<file path="src/rtl/edge_trig_pkg.sv">
// edge_trig_pkg: edge mode encodings and the per-channel detect function.
// Shared by edge_trig_channel and edge_trigger_bank; EDGE_TRIG_SYNC_EN lives in the channel.
package edge_trig_pkg;
   localparam logic [1:0] MODE_OFF  = 2'b00;
   localparam logic [1:0] MODE_RISE = 2'b01;
   localparam logic [1:0] MODE_FALL = 2'b10;
   localparam logic [1:0] MODE_BOTH = 2'b11;

   function automatic logic edge_det(input logic [1:0] mode, input logic cur, input logic prev);
      return (mode == MODE_OFF)  ? 1'b0 :
             (mode == MODE_RISE) ? (cur & ~prev) :
             (mode == MODE_FALL) ? (~cur & prev) : (cur ^ prev);
   endfunction
endpackage

</file>
<file path="src/rtl/edge_trig_channel.sv">
// edge_trig_channel: one channel of edge detect, pulse stretch, pending flag and saturating count.
// EDGE_TRIG_SYNC_EN adds a 2-flop input synchronizer ahead of detection.
module edge_trig_channel
   import edge_trig_pkg::*;
#(
   parameter int CNT_W   = 8,
   parameter int STRETCH = 1
) (
   input  logic             clk,
   input  logic             rst,
   input  logic             in,
   input  logic [1:0]       mode,
   input  logic             clr,
   output logic             out,
   output logic             pend,
   output logic [CNT_W-1:0] cnt
);
   localparam int SW = $clog2(STRETCH + 1);
   localparam logic [CNT_W-1:0] CNT_MAX = '1;

   logic             cur, det;
   logic             prev_q;
   logic [SW-1:0]    str_q, str_d;
   logic             pend_q, pend_d;
   logic [CNT_W-1:0] cnt_q, cnt_d;

`ifdef EDGE_TRIG_SYNC_EN
   logic [1:0] sync_q;
   always_ff @(posedge clk or posedge rst)
      if (rst) sync_q <= '0;
      else     sync_q <= {sync_q[0], in};
   assign cur = sync_q[1];
`else
   assign cur = in;
`endif

   // a detect in the clear cycle survives as a fresh event of count 1
   always_comb begin
      det    = edge_det(mode, cur, prev_q);
      str_d  = det ? SW'(STRETCH) : (str_q != '0) ? str_q - SW'(1) : '0;
      pend_d = det | (pend_q & ~clr);
      cnt_d  = clr ? CNT_W'(det) : (det && cnt_q != CNT_MAX) ? cnt_q + CNT_W'(1) : cnt_q;
   end

   always_ff @(posedge clk or posedge rst)
      if (rst) begin
         prev_q <= 1'b0;
         str_q  <= '0;
         pend_q <= 1'b0;
         cnt_q  <= '0;
      end else begin
         prev_q <= cur;
         str_q  <= str_d;
         pend_q <= pend_d;
         cnt_q  <= cnt_d;
      end

   assign out  = str_q != '0;
   assign pend = pend_q;
   assign cnt  = cnt_q;
endmodule

</file>
<file path="src/rtl/edge_trigger_bank.sv">
// edge_trigger_bank: CH edge/toggle triggers with stretched pulses and a valid/ready event record port.
// Define EDGE_TRIG_SYNC_EN to synchronize the raw inputs (adds 2 cycles of latency).
module edge_trigger_bank
   import edge_trig_pkg::*;
#(
   parameter int CH      = 4,
   parameter int CNT_W   = 8,
   parameter int STRETCH = 1,
   localparam int CW     = (CH > 1) ? $clog2(CH) : 1
) (
   input  logic              clk,
   input  logic              rst,
   input  logic [CH-1:0]     in,
   input  logic [2*CH-1:0]   mode,
   output logic [CH-1:0]     out,
   output logic              evt_valid,
   input  logic              evt_ready,
   output logic [CW-1:0]     evt_ch,
   output logic [CNT_W-1:0]  evt_cnt
);
   logic [CH-1:0]            pend, clr;
   logic [CH-1:0][CNT_W-1:0] cnt;
   logic [CW-1:0]            sel, evt_ch_q, evt_ch_d;
   logic [CNT_W-1:0]         evt_cnt_q, evt_cnt_d;
   logic                     evt_valid_q, evt_valid_d, take;

   genvar i;
   for (i = 0; i < CH; i++) begin : g_ch
      edge_trig_channel #(.CNT_W(CNT_W), .STRETCH(STRETCH)) u_ch (
         .clk  (clk),
         .rst  (rst),
         .in   (in[i]),
         .mode (mode[2*i +: 2]),
         .clr  (clr[i]),
         .out  (out[i]),
         .pend (pend[i]),
         .cnt  (cnt[i])
      );
   end

   // lowest pending index wins; the record slot refills when empty or being accepted
   always_comb begin
      sel = '0;
      for (int k = CH - 1; k >= 0; k--) sel = pend[k] ? CW'(k) : sel;
      take        = (!evt_valid_q || evt_ready) && (pend != '0);
      clr         = take ? (CH'(1) << sel) : '0;
      evt_valid_d = (!evt_valid_q || evt_ready) ? (pend != '0) : evt_valid_q;
      evt_ch_d    = take ? sel : evt_ch_q;
      evt_cnt_d   = take ? cnt[sel] : evt_cnt_q;
   end

   always_ff @(posedge clk or posedge rst)
      if (rst) begin
         evt_valid_q <= 1'b0;
         evt_ch_q    <= '0;
         evt_cnt_q   <= '0;
      end else begin
         evt_valid_q <= evt_valid_d;
         evt_ch_q    <= evt_ch_d;
         evt_cnt_q   <= evt_cnt_d;
      end

   assign evt_valid = evt_valid_q;
   assign evt_ch    = evt_ch_q;
   assign evt_cnt   = evt_cnt_q;
endmodule
</file>
<file path="config.mk">
export PLATFORM = sky130hd
export DESIGN_NAME = edge_trigger_bank
export DESIGN_NICKNAME = d
export VERILOG_FILES = /design/src/rtl/edge_trig_pkg.sv /design/src/rtl/edge_trig_channel.sv /design/src/rtl/edge_trigger_bank.sv
export SDC_FILE = /design/constraint.sdc
export NUM_CORES = 1
export LEC_CHECK = 0
export ABC_CLOCK_PERIOD_IN_PS = 3600
export CAP_MARGIN = 0
export CORE_MARGIN = 10
export CORE_UTILIZATION = 50
export DETAILED_ROUTE_END_ITERATION = 8
export PLACE_DENSITY_LB_ADDON = 0.3
export SETUP_SLACK_MARGIN = 0.5
export SLEW_MARGIN = 40
export SYNTH_ARGS = -nofsm -noshare
export SYNTH_HDL_FRONTEND = slang
export SYNTH_SLANG_ARGS = --single-unit
</file>
<file path="constraint.sdc">
create_clock -name clk -period 3.6 [get_ports clk]
set_input_delay 0.72 -clock clk [delete_from_list [all_inputs] [get_ports clk]]
set_output_delay 0.72 -clock clk [all_outputs]
set_load 0.02 [all_outputs]
</file>
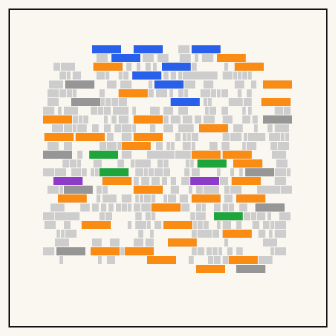
**Above:** sequential cells coloured by netlist name.
legend:
  purple:
    name_in_the_netlist: `evt_ch`
    flops: 2
  green:
    name_in_the_netlist: `g_ch.u_ch.pend`
    flops: 4
    where: middle
  blue:
    name_in_the_netlist: `evt_cnt`
    flops: 8
    where: top middle
  orange:
    name_in_the_netlist: `g_ch.u_ch.cnt`
    flops: 32

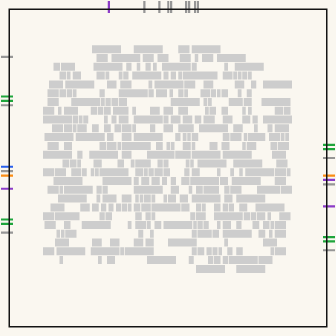
**Above:** ports around the boundary.
Pins as bars across the die edge, other pins in grey.
legend:
  green:
    port: `mode`
    pins: 8
    direction: input
    edge: 4 left, 4 right
  purple:
    port: `out`
    pins: 4
    direction: output
    edge: 2 right, 1 top, 1 left
  blue:
    port: `evt_ready`
    pins: 1
    direction: input
    edge: left
  orange:
    port: `evt_ch`
    pins: 2
    direction: output
    edge: 1 right, 1 left
all pins by edge: 11 left, 10 right, 9 top

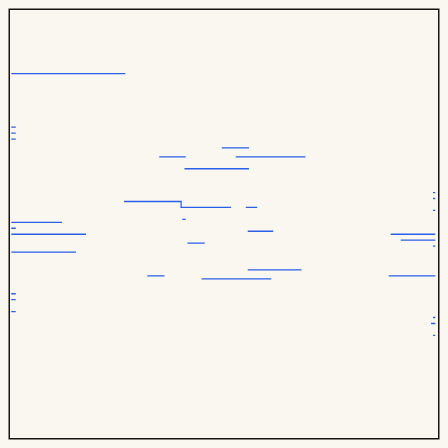
**Above:** the metal 3 layer.
longest straight run: 25.8 um
nets with wire on the layer: 29
main direction: horizontal

==> impl_metrics.csv <==
group,metric,value,unit
run_status,status,"completed",
power_and_ir_drop,powerDensity,497,mW/mm^2
run,warnings,30,
final_layout,non_clock_buffer_count,31,
critical_path,max_stage_delay,0.58,ns
die,chip_area,0.00957,mm^2
route,drc,0,
grt,overflow,0,
grt,grt_pass1_wl,11200,um
final_layout,regArea,0.00138,mm^2
route,via_count,2437,
die,coreArea,0.00589,mm^2
place,post-place-ws,0.719,ns
worst_hold_path,whs_path_depth,1,
worst_hold_path,hp-class,"reg2reg",
final_layout,final_nets,373,
synthesis,ys_chip_area,0.00303,mm^2
synthesis,most_common_cell,"dfrtp_1",
critical_path,cp_slowest_cell,"a21oi_1",
grt,grt_max_degree,31,
synthesis,mux_share,0.991,%
clock_tree,post_cts.repair.setup_buffers,0,
synthesis,postSynthSeqShare,45.4,%
final_layout,fin_cells,421,
final_timing,max_freq,0.393,GHz
power_and_ir_drop,power_clock,398,uW
clock_tree,cts_resized,0,
final_timing,whs,0.503,ns
power_and_ir_drop,switching_share,33.8,%
die,io_pins,30,
clock_tree,clk_pin_slew_worst_paths,0.09,ns
final_layout,seqAreaFraction,39.9,%
route,ant_nets,0,
clock_tree,cts_made_buffers,5,
critical_path,crit_start,"in[3]",
critical_path,path_cells,"clkdlybuf4s50_1 -> inv_1 -> ha_1 -> nor2b_1 -> o21ai_1 -> a21oi_1 -> a21oi_1 -> a31o_1",
final_layout,clk_share,2.97,%
grt,antenna_found_initial,0,
final_timing,hold_viol,0,
synthesis,netlist_area,0.00303,mm^2
critical_path,startpoint_type,"input port",
final_timing,rsz0062_at_grt,"false",
synthesis,netlist_instances,324,
critical_path,critPathBufInv,2,
grt,met1_usage,17.3,%
route,vias_per_cell,5.79,
power_and_ir_drop,switching_power,579,uW
final_timing,fin_crit,2.54,ns
final_timing,period_used_share,70.6,%
power_and_ir_drop,comb-power,426,uW
route,drt-met1-wl,3130,um
die,tap_cells,75,
synthesis,synthAdderAreaFrac,4.96,%
route,wl_met3,213,um
critical_path,worst-path-stages,8,
final_layout,seq_cells,55,
route,wl_per_cell,15.1,um
synthesis,ys_cells,324,
critical_path,cp_max_fo,11,
final_layout,largest_reg_flops,32,
power_and_ir_drop,p_clk_share,23.2,%
final_timing,setup_ws,1.06,ns
clock_tree,htree_levels,2,
place,dp_hpwl,4720,um
clock_tree,clk_path_buf_depth,2,
synthesis,synth.avg_cell_area,9.35,um^2
final_layout,drive_gt1_share,6.07,%
place,dpl_cell_area,0.00335,mm^2
final_layout,utilization,58.7,%
final_timing,tightestPinTransition,0.803,ns
die,die_y,97.8,um
power_and_ir_drop,peakVddDrop,0.226,mV
critical_path,cp_common_cell,"a21oi_1",
critical_path,worstSetupEndpointType,"register",
synthesis,ff_type,"dfrtp_1",
final_layout,diodes,0,
route,drt_wl_total,6370,um
synthesis,fp_nets,351,
route,route.met2.wl,2990,um
route,drt-pass1-iter-count,4,
critical_path,crit_family,"AND-OR/OR-AND gates",
No activity file was given, so power comes from the tool's default toggle rates.
